**src/rtl/snoop_state_machine_if.sv**
```systemverilog
// Bus-side signal bundle for snoop_state_machine (requestor M1 and snooper M2 ports).
// protocol_err exists only when SNOOP_PROTOCOL_CHECK_EN is defined.
interface snoop_state_machine_if #(
    parameter int DATA_W = 8,
    parameter int PROC_W = 2
);
    logic              m1_active;
    logic [2:0]        cpu_action;
    logic [1:0]        m1_state_in;
    logic [PROC_W-1:0] m1_proc_in;
    logic              m1_writeback;
    logic [1:0]        m1_state_out;
    logic [2:0]        bus_msg_out;
    logic [PROC_W-1:0] m1_proc_out;

    logic              m2_active;
    logic              m2_cache_hit;
    logic [1:0]        m2_state_in;
    logic [PROC_W-1:0] m2_proc_in;
    logic [2:0]        bus_msg_in;
    logic [DATA_W-1:0] m2_data_in;
    logic              m2_writeback;
    logic              abort_mem_access;
    logic              m2_hit;
    logic [1:0]        m2_state_out;
    logic [PROC_W-1:0] m2_proc_out;
    logic [DATA_W-1:0] m2_data_out;
`ifdef SNOOP_PROTOCOL_CHECK_EN
    logic              protocol_err;
`endif

    modport master (
        output m1_active, cpu_action, m1_state_in, m1_proc_in,
        input  m1_writeback, m1_state_out, bus_msg_out, m1_proc_out,
        output m2_active, m2_cache_hit, m2_state_in, m2_proc_in, bus_msg_in, m2_data_in,
        input  m2_writeback, abort_mem_access, m2_hit, m2_state_out, m2_proc_out, m2_data_out
`ifdef SNOOP_PROTOCOL_CHECK_EN
        , input protocol_err
`endif
    );

    modport slave (
        input  m1_active, cpu_action, m1_state_in, m1_proc_in,
        output m1_writeback, m1_state_out, bus_msg_out, m1_proc_out,
        input  m2_active, m2_cache_hit, m2_state_in, m2_proc_in, bus_msg_in, m2_data_in,
        output m2_writeback, abort_mem_access, m2_hit, m2_state_out, m2_proc_out, m2_data_out
`ifdef SNOOP_PROTOCOL_CHECK_EN
        , output protocol_err
`endif
    );
endinterface

```
**src/rtl/snoop_state_machine.sv**
```systemverilog
// MSI coherence core for one block slot: requestor engine (M1) and snooper engine (M2), 1-cycle registered.
// Optional SNOOP_PROTOCOL_CHECK_EN adds a registered protocol_err pulse.
module snoop_state_machine #(
    parameter int DATA_W = 8,
    parameter int PROC_W = 2
) (
    input logic                   clock,
    input logic                   reset,
    snoop_state_machine_if.slave  sif
);
    typedef enum logic [1:0] {
        BLK_I   = 2'd0,
        BLK_S   = 2'd1,
        BLK_M   = 2'd2,
        BLK_RSV = 2'd3
    } blk_state_t;

    typedef enum logic [2:0] {
        MSG_NONE    = 3'd0,
        MSG_RD_MISS = 3'd1,
        MSG_WR_MISS = 3'd2,
        MSG_INV     = 3'd3
    } bus_msg_t;

    localparam logic [2:0] ACT_RD_HIT  = 3'b001;
    localparam logic [2:0] ACT_RD_MISS = 3'b010;
    localparam logic [2:0] ACT_WR_HIT  = 3'b011;
    localparam logic [2:0] ACT_WR_MISS = 3'b100;

    blk_state_t        m1_state_q, m1_state_d, m1_cur;
    bus_msg_t          m1_bus_q, m1_bus_d;
    logic              m1_wb_q, m1_wb_d;
    logic [PROC_W-1:0] m1_proc_q, m1_proc_d;
    logic [2:0]        m1_act;

    blk_state_t        m2_state_q, m2_state_d, m2_cur;
    logic              m2_wb_q, m2_wb_d;
    logic              m2_abort_q, m2_abort_d;
    logic              m2_hit_q, m2_hit_d;
    logic [PROC_W-1:0] m2_proc_q, m2_proc_d;
    logic [DATA_W-1:0] m2_data_q, m2_data_d;

    // Requestor: hits on an Invalid block are promoted to misses before the table lookup.
    always_comb begin
        m1_state_d = m1_state_q;
        m1_bus_d   = MSG_NONE;
        m1_wb_d    = 1'b0;
        m1_proc_d  = m1_proc_q;
        m1_cur     = (sif.m1_state_in == BLK_RSV) ? BLK_I : blk_state_t'(sif.m1_state_in);
        m1_act     = sif.cpu_action;
        if (m1_cur == BLK_I && m1_act == ACT_RD_HIT) m1_act = ACT_RD_MISS;
        if (m1_cur == BLK_I && m1_act == ACT_WR_HIT) m1_act = ACT_WR_MISS;
        if (sif.m1_active) begin
            m1_proc_d  = sif.m1_proc_in;
            m1_state_d = m1_cur;
            case (m1_act)
                ACT_RD_MISS: begin
                    m1_state_d = BLK_S;
                    m1_bus_d   = MSG_RD_MISS;
                    m1_wb_d    = (m1_cur == BLK_M);
                end
                ACT_WR_HIT: begin
                    m1_state_d = BLK_M;
                    m1_bus_d   = (m1_cur == BLK_S) ? MSG_INV : MSG_NONE;
                end
                ACT_WR_MISS: begin
                    m1_state_d = BLK_M;
                    m1_bus_d   = MSG_WR_MISS;
                    m1_wb_d    = (m1_cur == BLK_M);
                end
                default: ;
            endcase
        end
    end

    // Snooper: only a Modified copy supplies data and cancels the memory read.
    always_comb begin
        m2_state_d = m2_state_q;
        m2_wb_d    = 1'b0;
        m2_abort_d = 1'b0;
        m2_hit_d   = 1'b0;
        m2_proc_d  = m2_proc_q;
        m2_data_d  = m2_data_q;
        m2_cur     = (sif.m2_state_in == BLK_RSV) ? BLK_I : blk_state_t'(sif.m2_state_in);
        if (sif.m2_active) begin
            m2_proc_d  = sif.m2_proc_in;
            m2_state_d = m2_cur;
            if (sif.m2_cache_hit && m2_cur != BLK_I) begin
                case (sif.bus_msg_in)
                    MSG_RD_MISS: begin
                        m2_state_d = BLK_S;
                        m2_hit_d   = 1'b1;
                        if (m2_cur == BLK_M) begin
                            m2_wb_d    = 1'b1;
                            m2_abort_d = 1'b1;
                            m2_data_d  = sif.m2_data_in;
                        end
                    end
                    MSG_WR_MISS: begin
                        m2_state_d = BLK_I;
                        m2_hit_d   = 1'b1;
                        if (m2_cur == BLK_M) begin
                            m2_wb_d    = 1'b1;
                            m2_abort_d = 1'b1;
                            m2_data_d  = sif.m2_data_in;
                        end
                    end
                    MSG_INV: begin
                        m2_state_d = BLK_I;
                        m2_hit_d   = 1'b1;
                    end
                    default: ;
                endcase
            end
        end
    end

    always_ff @(posedge clock) begin
        if (!reset) begin
            m1_state_q <= BLK_I;
            m1_bus_q   <= MSG_NONE;
            m1_wb_q    <= 1'b0;
            m1_proc_q  <= '0;
            m2_state_q <= BLK_I;
            m2_wb_q    <= 1'b0;
            m2_abort_q <= 1'b0;
            m2_hit_q   <= 1'b0;
            m2_proc_q  <= '0;
            m2_data_q  <= '0;
        end else begin
            m1_state_q <= m1_state_d;
            m1_bus_q   <= m1_bus_d;
            m1_wb_q    <= m1_wb_d;
            m1_proc_q  <= m1_proc_d;
            m2_state_q <= m2_state_d;
            m2_wb_q    <= m2_wb_d;
            m2_abort_q <= m2_abort_d;
            m2_hit_q   <= m2_hit_d;
            m2_proc_q  <= m2_proc_d;
            m2_data_q  <= m2_data_d;
        end
    end

    assign sif.m1_state_out     = m1_state_q;
    assign sif.bus_msg_out      = m1_bus_q;
    assign sif.m1_writeback     = m1_wb_q;
    assign sif.m1_proc_out      = m1_proc_q;
    assign sif.m2_state_out     = m2_state_q;
    assign sif.m2_writeback     = m2_wb_q;
    assign sif.abort_mem_access = m2_abort_q;
    assign sif.m2_hit           = m2_hit_q;
    assign sif.m2_proc_out      = m2_proc_q;
    assign sif.m2_data_out      = m2_data_q;

`ifdef SNOOP_PROTOCOL_CHECK_EN
    logic err_q, err_d;

    always_comb begin
        err_d = 1'b0;
        if (sif.m1_active &&
            (sif.m1_state_in == BLK_RSV || sif.cpu_action > ACT_WR_MISS))
            err_d = 1'b1;
        if (sif.m2_active &&
            (sif.m2_state_in == BLK_RSV || sif.bus_msg_in[2] ||
             (sif.m2_state_in == BLK_M && sif.bus_msg_in == MSG_INV)))
            err_d = 1'b1;
    end

    always_ff @(posedge clock) begin
        if (!reset) err_q <= 1'b0;
        else        err_q <= err_d;
    end

    assign sif.protocol_err = err_q;
`endif
endmodule

```
**src/flat_wrapper.sv**
```systemverilog
// flat-port wrapper written by rule: the top's interface ports become plain ports
module snoop_state_machine_flat 
#(
    parameter int DATA_W = 8,
    parameter int PROC_W = 2
)
  (clock, reset, sif_m1_active, sif_cpu_action, sif_m1_state_in, sif_m1_proc_in, sif_m1_writeback, sif_m1_state_out, sif_bus_msg_out, sif_m1_proc_out, sif_m2_active, sif_m2_cache_hit, sif_m2_state_in, sif_m2_proc_in, sif_bus_msg_in, sif_m2_data_in, sif_m2_writeback, sif_abort_mem_access, sif_m2_hit, sif_m2_state_out, sif_m2_proc_out, sif_m2_data_out);
  snoop_state_machine_if #(.DATA_W(DATA_W), .PROC_W(PROC_W)) sif_i ();
  input logic clock;
  input logic reset;
  input wire logic [$bits(sif_i.m1_active)-1:0] sif_m1_active;
  input wire logic [$bits(sif_i.cpu_action)-1:0] sif_cpu_action;
  input wire logic [$bits(sif_i.m1_state_in)-1:0] sif_m1_state_in;
  input wire logic [$bits(sif_i.m1_proc_in)-1:0] sif_m1_proc_in;
  output wire logic [$bits(sif_i.m1_writeback)-1:0] sif_m1_writeback;
  output wire logic [$bits(sif_i.m1_state_out)-1:0] sif_m1_state_out;
  output wire logic [$bits(sif_i.bus_msg_out)-1:0] sif_bus_msg_out;
  output wire logic [$bits(sif_i.m1_proc_out)-1:0] sif_m1_proc_out;
  input wire logic [$bits(sif_i.m2_active)-1:0] sif_m2_active;
  input wire logic [$bits(sif_i.m2_cache_hit)-1:0] sif_m2_cache_hit;
  input wire logic [$bits(sif_i.m2_state_in)-1:0] sif_m2_state_in;
  input wire logic [$bits(sif_i.m2_proc_in)-1:0] sif_m2_proc_in;
  input wire logic [$bits(sif_i.bus_msg_in)-1:0] sif_bus_msg_in;
  input wire logic [$bits(sif_i.m2_data_in)-1:0] sif_m2_data_in;
  output wire logic [$bits(sif_i.m2_writeback)-1:0] sif_m2_writeback;
  output wire logic [$bits(sif_i.abort_mem_access)-1:0] sif_abort_mem_access;
  output wire logic [$bits(sif_i.m2_hit)-1:0] sif_m2_hit;
  output wire logic [$bits(sif_i.m2_state_out)-1:0] sif_m2_state_out;
  output wire logic [$bits(sif_i.m2_proc_out)-1:0] sif_m2_proc_out;
  output wire logic [$bits(sif_i.m2_data_out)-1:0] sif_m2_data_out;
  assign sif_i.m1_active = sif_m1_active;
  assign sif_i.cpu_action = sif_cpu_action;
  assign sif_i.m1_state_in = sif_m1_state_in;
  assign sif_i.m1_proc_in = sif_m1_proc_in;
  assign sif_m1_writeback = sif_i.m1_writeback;
  assign sif_m1_state_out = sif_i.m1_state_out;
  assign sif_bus_msg_out = sif_i.bus_msg_out;
  assign sif_m1_proc_out = sif_i.m1_proc_out;
  assign sif_i.m2_active = sif_m2_active;
  assign sif_i.m2_cache_hit = sif_m2_cache_hit;
  assign sif_i.m2_state_in = sif_m2_state_in;
  assign sif_i.m2_proc_in = sif_m2_proc_in;
  assign sif_i.bus_msg_in = sif_bus_msg_in;
  assign sif_i.m2_data_in = sif_m2_data_in;
  assign sif_m2_writeback = sif_i.m2_writeback;
  assign sif_abort_mem_access = sif_i.abort_mem_access;
  assign sif_m2_hit = sif_i.m2_hit;
  assign sif_m2_state_out = sif_i.m2_state_out;
  assign sif_m2_proc_out = sif_i.m2_proc_out;
  assign sif_m2_data_out = sif_i.m2_data_out;
  snoop_state_machine #(.DATA_W(DATA_W), .PROC_W(PROC_W)) u_core (.clock(clock), .reset(reset), .sif(sif_i));
endmodule
```
**config.mk**
```make
export PLATFORM = sky130hd
export DESIGN_NAME = snoop_state_machine_flat
export DESIGN_NICKNAME = d
export VERILOG_FILES = /design/src/rtl/snoop_state_machine_if.sv /design/src/rtl/snoop_state_machine.sv /design/src/flat_wrapper.sv
export SDC_FILE = /design/constraint.sdc
export NUM_CORES = 1
export LEC_CHECK = 0
export CORE_MARGIN = 3
export CORE_UTILIZATION = 36
export CTS_BUF_LIST = sky130_fd_sc_hd__clkbuf_16
export DETAILED_ROUTE_END_ITERATION = 6
export GPL_ROUTABILITY_DRIVEN = 1
export PLACE_DENSITY = 0.8
export REMOVE_ABC_BUFFERS = 1
export SYNTH_ARGS = -nofsm -noshare
export SYNTH_HDL_FRONTEND = slang
export SYNTH_SLANG_ARGS = --single-unit
```
**constraint.sdc**
```tcl
create_clock -name clock -period 1.5 [get_ports clock]
set_input_delay 0.3 -clock clock [delete_from_list [all_inputs] [get_ports clock]]
set_output_delay 0.3 -clock clock [all_outputs]
set_load 0.05 [all_outputs]
```
==> run notes <==
Implementation run completed; key figures follow.

Floorplan:
- The run puts the top-level port count at 50.
- The core region is 2610 µm².
- The run gives the die height as 60.0 µm.
- The run puts the total die size at 3600 µm².
- The initial utilization of the core area, before any placement, comes to 40.1%.
- The run gives the width of the die as 60.0 µm.

Final timing:
- For reference, the final report shows the hold violation count at 0.
- The end-of-flow timing check tallies setup violations at 0.
- The run gives the post-route minimum period as 1.44 ns.
- Setup repair after global routing left no endpoint under its margin.
- The run puts the final count of pins violating max slew at 0.
- The run gives the share of the clock period used by the worst path after layout as 96.1%.
- The run puts the worst clock skew at 0 ns.
- The run puts the maximum clock frequency at 0.694 GHz.

Route:
- TritonRoute reported its final design rule violation total as 0.
- The run puts the final routed wirelength across all metal layers at 2.94 mm.
- The count of nets left with antenna violations once routing finished came out at 0.
- The run puts the detailed-router iteration count before antenna repair at 4.
- The run puts the number of DRC markers in iteration 0 at 39.
- The run gives the average vias per placed instance as 5.02.
- For this sky-water flow run, the detailed-routed wirelength per cell is reported as 14.9 µm.
- The run gives the via total after detailed routing as 989.

Synthesis:
- Sequential cells were found to cover 40.1% of the synthesized design area.
- The run puts the share of the synthesized area in the top cell type at 40.1%.
- The run gives the share of the synthesized netlist area taken by xor and xnor gates as 1.67%.
- The run puts the number of register bits inferred by synthesis at 21.
- For reference, compound AND-OR and OR-AND cells occupy 10.1% of the area reported after synthesis.
- The synthesized design spends more area on one cell type than any other, namely sky130_fd_sc_hd__dfxtp_1.
- The run gives the chip area from the yosys synthesis statistics as 1050 µm².
- The run puts the multiplexer share of the synthesized area at 11.5%.
- The run gives the synthesized instance count as 111.
- After synthesis, the largest family of logic cells by area is simple AND/OR/NAND/NOR gates.
- The run puts the area fraction in and, or, nand and nor cells at 23.5%.
- The run puts the post-synthesis share of cell area spent on full adders, half adders and majority gates at 5.97%.
- The main area contributors are sky130_fd_sc_hd__dfxtp_1, sky130_fd_sc_hd__mux2i_1, sky130_fd_sc_hd__nand2_1, sky130_fd_sc_hd__ha_1, sky130_fd_sc_hd__nor2b_1.
- The run gives the netlist area before placement as 1050 µm².
- The run puts the synthesized area per cell at 9.45 µm².
- After synthesis, the netlist uses 35 different library cells.
- The run puts the count of instantiated cells in the yosys netlist at 111.
- The run gives the count of yosys warnings during synthesis as 0.

GRT:
- Global routing consumed, over all layers together, 17.0% of the routing resources.
- The initial antenna violation count came to 0.
- The run gives the wire length of the first global-routing pass as 4.60 mm.
- The run puts the remaining global-route overflow at 0.
- The via count of the first global-routing pass is 1047.
- The run puts the largest net degree at the start of global routing at 21.

Setup path:
- The cell sequence reported for the critical path is dlygate4sd2_1 -> ha_4 -> nand4bb_4 -> nor3b_4 -> buf_6 -> mux2i_1.
- Along the worst path, the maximum fanout reaches 5.
- The worst setup path is of the input pin to flip-flop kind.
- The run gives the nature of the critical path startpoint as an input pin.
- The run gives the delay of the slowest cell on the worst path as 0.27 ns.
- The run gives the endpoint type of the worst setup path as a flip-flop.
- For the worst setup path, the data arrival time is 1.62 ns.
- The critical path's slowest stage uses the library cell sky130_fd_sc_hd__dlygate4sd2_1.
- At the worst endpoint, the required time is 1.68 ns.

Place:
- The run gives the number of buffers inserted by port buffering as 48.
- The run gives the detailed-placement wirelength estimate as 2.29 mm.
- Routability-driven placement finished with a final weighted congestion of 0.778.
- The run gives the cell count after placement as 191.

Clocking:
- The run puts the clock slew at the register clock pins of the worst setup and hold paths at 0.05 ns.
- The run puts the maximum level of the CTS H-tree at 1.
- The run puts the source-to-sink clock delay at the later pin of the worst-skew pair at 0.25 ns.
- Counting the buffers created by CTS gives 3.
- The run gives the count of clock tree sinks as 21.
- The run gives the deepest clock path buffer count as 2.
- TritonCTS built the clock tree.
- The run gives the cts-stage hold buffer count as 0.
- In this run the clock root is driven by a sky130_fd_sc_hd__clkbuf_16.

Finish:
- Relative to the synthesized area, the layout overhead comes to 83.4%.
- The run gives the net total in the final layout as 200.
- The run gives the number of inserted diodes as 0.
- Per the cell usage report, the commonest logic cells after layout are sky130_fd_sc_hd__clkdlybuf4s50_1, sky130_fd_sc_hd__buf_12, sky130_fd_sc_hd__dfxtp_1, sky130_fd_sc_hd__nand2_1, sky130_fd_sc_hd__mux2i_1.
- The run puts the layout cell share with drive strength beyond 1 at 27.5%.
- The count of cells in the finished layout, fillers not included, comes to 197.
- The run gives the most frequent standard cell in the layout excluding fill and tap cells as sky130_fd_sc_hd__clkdlybuf4s50_1.

Status:
- The run finished with clean final reports.

Pwr:
- The run gives the power share of the sequential group as 39.9%.
- The run puts the proportion of power drawn by combinational gates at 23.5%.
- The run gives the areal power density over the cells as 771 nW/µm².
- The run gives the total internal power as 1.12 mW.
- The run gives the power dissipated by switching net loads as 363 µW.
- After layout, the design draws a total of 1.48 mW.
- The run gives the leakage component of the power as 0.786 nW.
- The run gives the clock network power share as 36.6%.
- The switching portion of total power comes to 24.5%.
- The run gives the peak supply drop as 0.694 mV.

Job:
- The tool flagged a number of max-cap violations equal to 0.
- The run gives the OpenROAD warning count as 28.

Worst hold path:
- The run gives the class of the worst hold path as flip-flop to flip-flop.
## routing by layer
metal  track usage (%)  wire length [µm]  vias up
met5                 0                 0        -
met4              9.81                94        0
met3              3.89               166       10
met2              32.1              1630       37
met1              16.6              1060      458
li1                  -                 -      484
## path summary, 6_finish.rpt
path / end / start / depth (start not counted) / slack, ns
worst max-delay path: u_core.sif.m2_data_out[7] / sif_m2_state_in[1] / 6 / 0.06
worst min-delay path: u_core.sif.m2_data_out[4] / u_core.sif.m2_data_out[4] / 2 / 0.50
worst max register to register: u_core.sif.m2_state_out[0] / u_core.sif.m2_state_out[0] / 2 / 0.69
worst min register to register: u_core.sif.m2_data_out[4] / u_core.sif.m2_data_out[4] / 2 / 0.50
## sequential cells by signal (all words and copies together) (netlist names)
signal,flops
u_core.sif.m2_writeback,1
u_core.sif.m2_data_out,8
u_core.sif.m1_state_out,2
u_core.sif.m1_writeback,1
u_core.sif.m2_hit,1
u_core.sif.m1_proc_out,2
u_core.sif.m2_state_out,2
u_core.sif.m2_proc_out,2
u_core.sif.bus_msg_out,2
## cell families (layout without fill, tap and decap cells)
family / count (synthesis) / count (layout)
AND-OR/OR-AND: 14 / 14
XOR/XNOR: 2 / 2
adder cells (fa/ha/maj): 5 / 5
buffers and inverters: 13 / 69
flip-flops: 21 / 21
multiplexers: 12 / 12
other: 1 / 1
AND/OR/NAND/NOR: 43 / 43
## Yosys cell counts, drive strengths merged
cell / n
a21bo: 1
a21boi: 1
a21o: 1
a21oi: 3
and2: 1
and3: 1
and4: 1
buf: 7
clkbuf: 1
conb: 1
dfxtp: 21
ha: 5
inv: 5
mux2i: 12
nand2: 20
nand2b: 4
nand3: 1
nand3b: 2
nand4bb: 1
nor2: 3
nor2b: 5
nor3b: 2
nor4: 2
o21ai: 2
o221a: 1
o22a: 1
o311a: 1
o311ai: 1
o31a: 1
o32ai: 1
xnor2: 2
## per-stage QoR
stage	setup WS, ns	util [%]	area [µm²]	hold slack (ns)	TNS (ns)
finish	0.0581	73.6	1920	0.500	0
global route	0.00894	73.6	1920	0.528	0
CTS	0.0102	73.7	1920	0.503	0
detailed placement	-0.578	68.8	1800	0.492	-7.09
global placement	-0.453	68.8	1800	0.482	-5.90
floorplan	-0.211	-	996	0.376	-1.86
## worst max-delay path: cells and delay by family
family	cells	cell delay (ns)
simple gates	2	0.46
buf+inv	2	0.44
fa+ha+maj	1	0.23
mux	1	0.19
## area by class of cell
cell class	instances	area, µm²
clock buffers	3	75.1
clock inverters	1	3.75
fillers	185	689
inverters	5	18.8
multi-input cells	77	588
flip-flops and latches	21	420
well taps	30	37.5
repair buffers	60	779
## power by group through the flow
stage	combinational (mW)	sequential, mW	clock (mW)
after CTS	0.349	0.591	0.551
after global routing	0.369	0.592	0.574
final	0.349	0.591	0.542
after global placement	0.323	0.602	0
after detailed placement	0.334	0.603	0
after floorplan	0.0832	0.649	0
## repair_timing
action | in CTS | in global routing
pin swaps | 2 | 3
hold endpoints to repair | 0 | 0
setup endpoints to repair | 13 | 9
buffers inserted | 1 | 0
cloned | 1 | 0
resized | 9 | 2
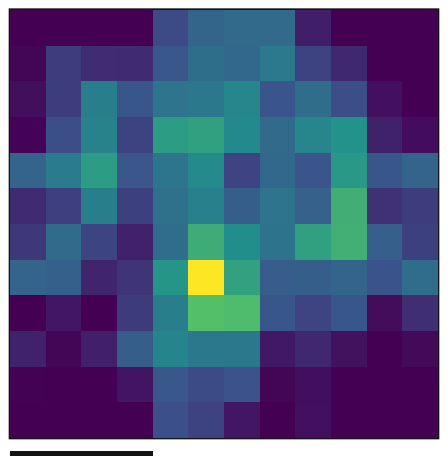
(images/wire_density.png)
The bar under the picture is 20 µm long. 12 x 12 tiles, from dark purple (low) to yellow (high), scaled to the fullest tile. Values are wire area over tile area, all layers added.
mean over tiles: 0.13
nearly empty tiles: 22%
fullest tile: 0.56
emptiest ninth of the die: lower left

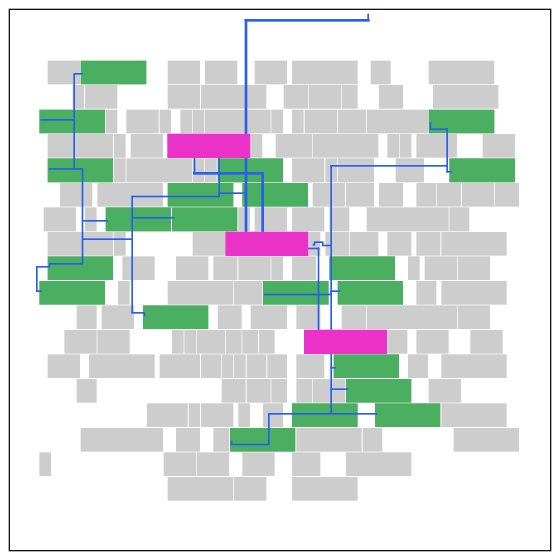
(images/clock_map.png)
legend:
  magenta:
    item: cells driving clock nets
    count: 3
  green:
    item: flip-flops
    count: 21
  blue:
    item: clock wires
    length: 248 µm
routed clock nets: 4

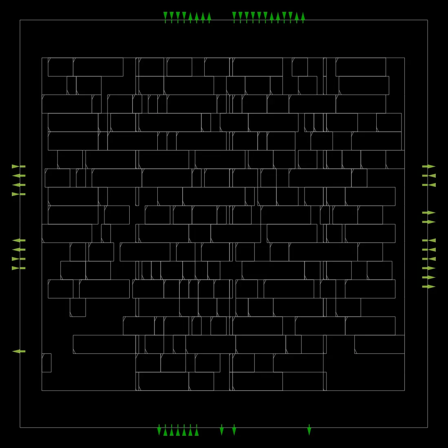
(images/final_placement.png)
standard-cell rows: 18
proportion of cell area occupied by registers: 21.9%

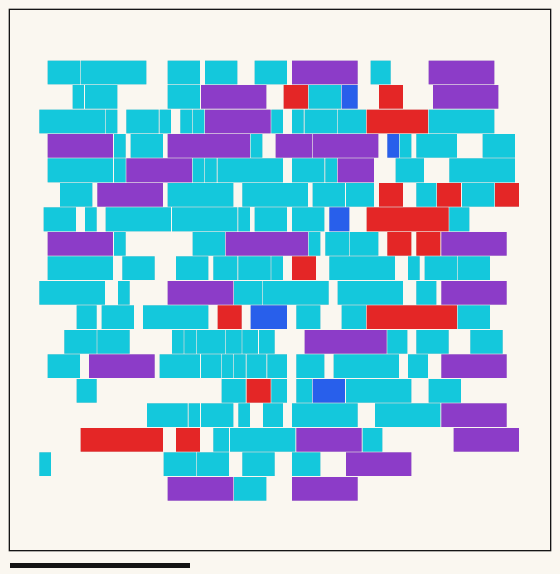
(images/drive_strength.png)
The bar under the picture is 20 µm long.
legend:
  blue:
    size: drive 2
    cells: 5
    share: 3.0%
  cyan:
    size: drive 1 or less
    cells: 121
    share: 72%
  red:
    size: drive 3 to 4
    cells: 15
    share: 9.0%
  purple:
    size: drive 6 and up
    cells: 26
    share: 16%

No activity file was given, so power comes from the tool's default toggle rates.
